Fig. 1: the metal 1 layer
Cells faint in the background.
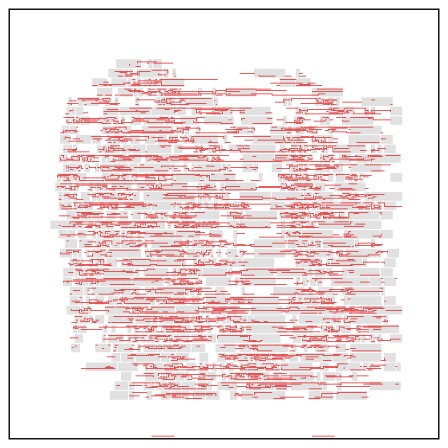
Fig. 2: signal wires on met2
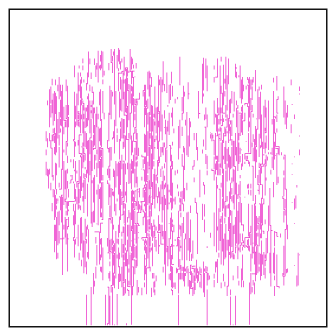
Fig. 3: metal 3
Cells faint in the background.
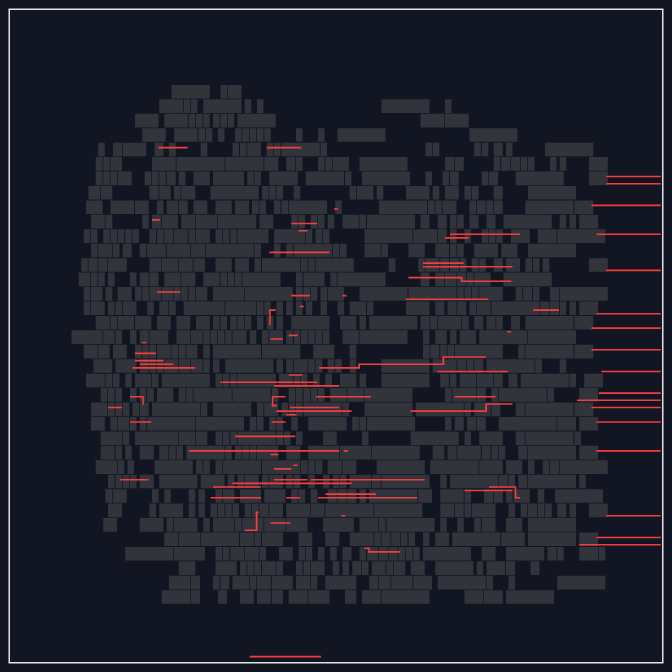
**config.mk**
```make
export PLATFORM = sky130hd
export DESIGN_NAME = expr_eval
export DESIGN_NICKNAME = d
export VERILOG_FILES = /design/src/rtl/expr_eval_pkg.sv /design/src/rtl/expr_char_class.sv /design/src/rtl/expr_eval.sv
export SDC_FILE = /design/constraint.sdc
export NUM_CORES = 1
export LEC_CHECK = 0
export ABC_AREA = 1
export CAP_MARGIN = 0
export CORE_MARGIN = 10
export CORE_UTILIZATION = 50
export CTS_BUF_LIST = sky130_fd_sc_hd__clkbuf_16
export CTS_CLUSTER_DIAMETER = 40
export CTS_CLUSTER_SIZE = 10
export DETAILED_ROUTE_END_ITERATION = 16
export GPL_TIMING_DRIVEN = 1
export MAX_ROUTING_LAYER = met4
export PLACE_DENSITY = 0.75
export SLEW_MARGIN = 20
export SYNTH_ARGS = -nofsm -noshare
export SYNTH_HDL_FRONTEND = slang
export SYNTH_HIERARCHICAL = 1
export SYNTH_SLANG_ARGS = --single-unit
```
**constraint.sdc**
```tcl
create_clock -name clk -period 4.45 [get_ports clk]
set_clock_uncertainty 0.05 [all_clocks]
set_input_delay 1.335 -clock clk [delete_from_list [all_inputs] [get_ports clk]]
set_output_delay 1.335 -clock clk [all_outputs]
set_load 0.02 [all_outputs]
```
**src/rtl/expr_eval_pkg.sv**
```systemverilog
// Shared definitions for the single-digit expression evaluator and its character classifier.
package expr_eval_pkg;

  typedef enum logic [1:0] {
    EXP_DIGIT = 2'd0,
    EXP_OP    = 2'd1,
    DRAIN     = 2'd2
  } state_t;

  localparam logic [7:0] CH_PLUS = 8'h2B;
  localparam logic [7:0] CH_MUL  = 8'h2A;
  localparam logic [7:0] CH_EQ   = 8'h3D;
  localparam logic [7:0] CH_0    = 8'h30;
  localparam logic [7:0] CH_9    = 8'h39;

  function automatic logic is_digit(input logic [7:0] c);
    return (c >= CH_0) && (c <= CH_9);
  endfunction

endpackage

```
**src/rtl/expr_char_class.sv**
```systemverilog
// Combinational ASCII classifier: digit / '+' / '*' / '=' / illegal, plus the digit value.
module expr_char_class
  import expr_eval_pkg::*;
(
  input  logic [7:0] ch,
  output logic       digit,
  output logic       plus,
  output logic       mul,
  output logic       eq,
  output logic       illegal,
  output logic [3:0] digit_val
);

  always_comb begin
    digit   = is_digit(ch);
    plus    = (ch == CH_PLUS);
    mul     = (ch == CH_MUL);
    eq      = (ch == CH_EQ);
    illegal = !(digit || plus || mul || eq);
    // '0'..'9' are 0x30..0x39, so the low nibble is the value
    digit_val = digit ? ch[3:0] : 4'd0;
  end

endmodule

```
**src/rtl/expr_eval.sv**
```systemverilog
// Streaming evaluator for "digit (op digit)* =" with '*' binding tighter than '+'.
// A pending product lives in term; completed terms are folded into sum on '+'.
//   state     | meaning
//   EXP_DIGIT | expecting a digit (start of expression or after an operator)
//   EXP_OP    | expecting '+', '*' or '='
//   DRAIN     | malformed expression, discard characters until '='
module expr_eval
  import expr_eval_pkg::*;
#(
  parameter int W = 16
) (
  input  logic         clk,
  input  logic         clr,
  input  logic         in_valid,
  input  logic [7:0]   in,
  output logic         done,
  output logic [W-1:0] result,
  output logic         err,
  output logic         ovf,
  output logic         busy
);

  state_t         state, state_n;
  logic [W-1:0]   sum, sum_n, term, term_n, result_n;
  logic           mul_pend, mul_pend_n, ovf_acc, ovf_acc_n;
  logic           done_n, err_n, ovf_n, busy_n;
  logic           emit_ok, emit_err;
  logic [W+3:0]   prod;
  logic [W:0]     add;

  logic           c_digit, c_plus, c_mul, c_eq, c_illegal;
  logic [3:0]     digit_val;

  expr_char_class u_class (
    .ch        (in),
    .digit     (c_digit),
    .plus      (c_plus),
    .mul       (c_mul),
    .eq        (c_eq),
    .illegal   (c_illegal),
    .digit_val (digit_val)
  );

  always_ff @(posedge clk or posedge clr) begin
    if (clr) begin
      state    <= EXP_DIGIT;
      sum      <= '0;
      term     <= '0;
      mul_pend <= 1'b0;
      ovf_acc  <= 1'b0;
      done     <= 1'b0;
      result   <= '0;
      err      <= 1'b0;
      ovf      <= 1'b0;
      busy     <= 1'b0;
    end else begin
      state    <= state_n;
      sum      <= sum_n;
      term     <= term_n;
      mul_pend <= mul_pend_n;
      ovf_acc  <= ovf_acc_n;
      done     <= done_n;
      result   <= result_n;
      err      <= err_n;
      ovf      <= ovf_n;
      busy     <= busy_n;
    end
  end

  always_comb begin
    state_n    = state;
    sum_n      = sum;
    term_n     = term;
    mul_pend_n = mul_pend;
    ovf_acc_n  = ovf_acc;
    busy_n     = busy;
    done_n     = 1'b0;
    result_n   = result;
    err_n      = err;
    ovf_n      = ovf;
    emit_ok    = 1'b0;
    emit_err   = 1'b0;
    prod       = (W+4)'(term) * (W+4)'(digit_val);
    add        = (W+1)'(sum) + (W+1)'(term);

    if (in_valid) begin
      case (state)
        EXP_DIGIT: begin
          if (c_digit) begin
            term_n     = mul_pend ? prod[W-1:0] : W'(digit_val);
            ovf_acc_n  = ovf_acc | (mul_pend & (|prod[W+3:W]));
            mul_pend_n = 1'b0;
            busy_n     = 1'b1;
            state_n    = EXP_OP;
          end else if (c_eq) begin
            emit_err = 1'b1;
          end else begin
            busy_n  = 1'b1;
            state_n = DRAIN;
          end
        end
        EXP_OP: begin
          if (c_plus) begin
            sum_n     = add[W-1:0];
            ovf_acc_n = ovf_acc | add[W];
            state_n   = EXP_DIGIT;
          end else if (c_mul) begin
            mul_pend_n = 1'b1;
            state_n    = EXP_DIGIT;
          end else if (c_eq) begin
            emit_ok = 1'b1;
          end else begin
            state_n = DRAIN;
          end
        end
        DRAIN: begin
          if (c_eq) emit_err = 1'b1;
        end
        default: state_n = DRAIN;
      endcase
    end

    if (emit_ok || emit_err) begin
      done_n     = 1'b1;
      result_n   = emit_ok ? add[W-1:0] : '0;
      err_n      = emit_err;
      ovf_n      = emit_ok & (ovf_acc | add[W]);
      sum_n      = '0;
      term_n     = '0;
      mul_pend_n = 1'b0;
      ovf_acc_n  = 1'b0;
      busy_n     = 1'b0;
      state_n    = EXP_DIGIT;
    end
  end

endmodule

```
==> metrics.cfg <==
[floorplan]
coreArea_mm2 = 0.0103
rows = 37
dieArea_mm2 = 0.0151

[final_layout]
finish.utilization = 0.660
n_fill_cell = 811
drive_gt1_frac = 0.245
lay_top_count = nand2_1
num_antenna_cells = 0
nNetsFinal = 913
lay_top_cells = 209 x nand2_1, 137 x inv_1, 62 x buf_4
stdcell_count = 970

[critical_path]
critPathArrivalTime_ns = 4.73
required_ns = 4.58
endpoint_kind = flop
worstPathMaxFanout = 8
rrSetupSlack_ns = 1.02
worstRegToRegCells = 21
path_cells = buf_8 > inv_12 > nand2_4 > nor2_4 > nand2_4 > nor2_4 > buf_6 > nand2_4 > fa_1 > inv_2 > fa_1 > buf_4 > ha_1 > nand2_1 > nor2_1 > nand3_1 > nand3_2 > nand2_2 > nand3_1 > nand3_2 > o21bai_1 > nand2_1 > nand2_1 > a21oi_2
path_class = input pin to flop
regToRegEndpoint = ovf_acc$_DFFE_PP0P_
start_kind = input pin
critPathMaxStageDelay_ns = 0.57
r2r-start = term[2]$_DFFE_PP0P_

[yosys]
synth_area_per_cell_um2 = 7.13
syn_nets = 822
yosysWarnings = 6
netlist_instances = 742

[timing]
setup_viol = 2
whs_ns = 0.429
fmax_mhz = 217
worstMarginPinSlew_ns = 0.723
period_needed_ns = 4.61
slew_viol_final = 0
slew_headroom = 0.517
setup_ws_ns = -0.156

[min_path]
min_path_type = flop to flop

[global_routing]
grt_pass1_wl_um = 23200
grt-ovfl-total = 0
grt_pass1_vias = 5051
gr-usage-all-layers = 0.192

[drt]
first_iter_violations = 508
route.detailed.drc = 0
wl_per_cell_um = 14.5
vias_per_cell = 5.18

[power_and_ir_drop]
total_power_mw = 1.03
power_density_mw_per_mm2 = 151
ir_drop_v = 0.000160
p_leak_nw = 3.81

[status]
status = finished with violations
violations = negative setup slack

[place]
portBuffers = 30
dp_slack_ns = -0.993
dp_cells = 941
place_congestion = 0.897

[cts]
cts_sinks = 56
hold_buffers = 0
clk_pin_slew_ns = 0.07
cts_made_buffers = 5
cts_tree = yes
h-tree-depth = 2
cts_buffer_depth = 2

[run]
maxCapViolCount = 0

Back to the opening pictures, Fig. 1:
The layer holds 43% of the routed length. 862 nets have wire on it. The wires run mostly horizontal. The longest straight run is 32.2 um.
vias: 5,023
total wire length: 14,000 um
GR Util met1: 0.232

Back to the opening pictures, Fig. 2:
The layer carries 7,010 um of wire. The wires run mostly vertical. 764 nets have wire on it.

Back to the opening pictures, Fig. 3:
The layer holds 5.0% of the routed length. 62 nets have wire on it. The layer carries 703 um of wire. The longest straight run is 28.1 um.
GR Util met3: 0.0211

flip-flops by register name, summed over array words and instances (netlist names):
| signal | count |
|---|---|
| result | 16 |
| sum | 16 |
| busy | 1 |
| mul_pend | 1 |
| done | 1 |
| err | 1 |
| term | 16 |
| ovf | 1 |
| ovf_acc | 1 |
| state | 2 |
worst min path at each step:
stage                                        end              startpoint  slack, ns  cells past startpoint
after CTS                 result[15]$_DFFE_PP0N_  result[15]$_DFFE_PP0N_       0.43                      2
after floorplan               sum[9]$_DFFE_PP0P_      sum[9]$_DFFE_PP0P_       0.41                      2
final                     result[15]$_DFFE_PP0N_  result[15]$_DFFE_PP0N_       0.43                      2
after detailed placement  result[15]$_DFFE_PP0N_  result[15]$_DFFE_PP0N_       0.42                      2
after global routing         sum[12]$_DFFE_PP0P_     sum[12]$_DFFE_PP0P_       0.46                      2
after global placement           err$_DFFE_PP0N_         err$_DFFE_PP0N_       0.40                      2
power by group:
part	switching (mW)	internal, mW	total (mW)
sequential	0.00351	0.513	0.517
clock	0.178	0.267	0.446
combinational	0.0381	0.0265	0.0646
total	0.220	0.807	1.03
final cells by class:
| type | instances | area (um^2) | area share |
|---|---|---|---|
| Sequential cell | 56 | 1400 | 0.206 |
| Multi-Input combinational cell | 508 | 3620 | 0.531 |
| Timing Repair Buffer | 99 | 818 | 0.120 |
| Inverter | 163 | 629 | 0.0924 |
| Clock buffer | 5 | 125 | 0.0184 |
| Tap cell | 136 | 170 | 0.0250 |
| Clock inverter | 3 | 46.3 | 0.00680 |
layer usage:
layer  share of wire  track usage
met1            0.43        0.232
met2            0.50        0.327
met3           0.050       0.0211
met5               0            -
met4           0.020       0.0633
per-stage QoR:
| step | TNS [ns] | instance area [um^2] |
|---|---|---|
| detailed placement | -9.74 | 6090 |
| CTS | -0.0800 | 6640 |
| finish | -0.159 | 6810 |
| global placement | -8.93 | 6090 |
| floorplan | -0.110 | 5370 |
| global route | -0.888 | 6810 |
critical path, delay by kind of cell:
family                     cells  cell delay, ns
and+or+nand+nor               14            1.29
AOI/OAI and AO/OA              2            0.26
adders and majority gates      3            1.33
buffers and inverters          5            0.50
what timing repair did:
action | in CTS | in global routing
gates cloned | 3 | 0
pin swaps | 22 | 33
setup buffers | 15 | 3
setup endpoints to repair | 14 | 10
resized | 82 | 50
Power figures rest on the tool's default switching activity, not on a simulated workload.
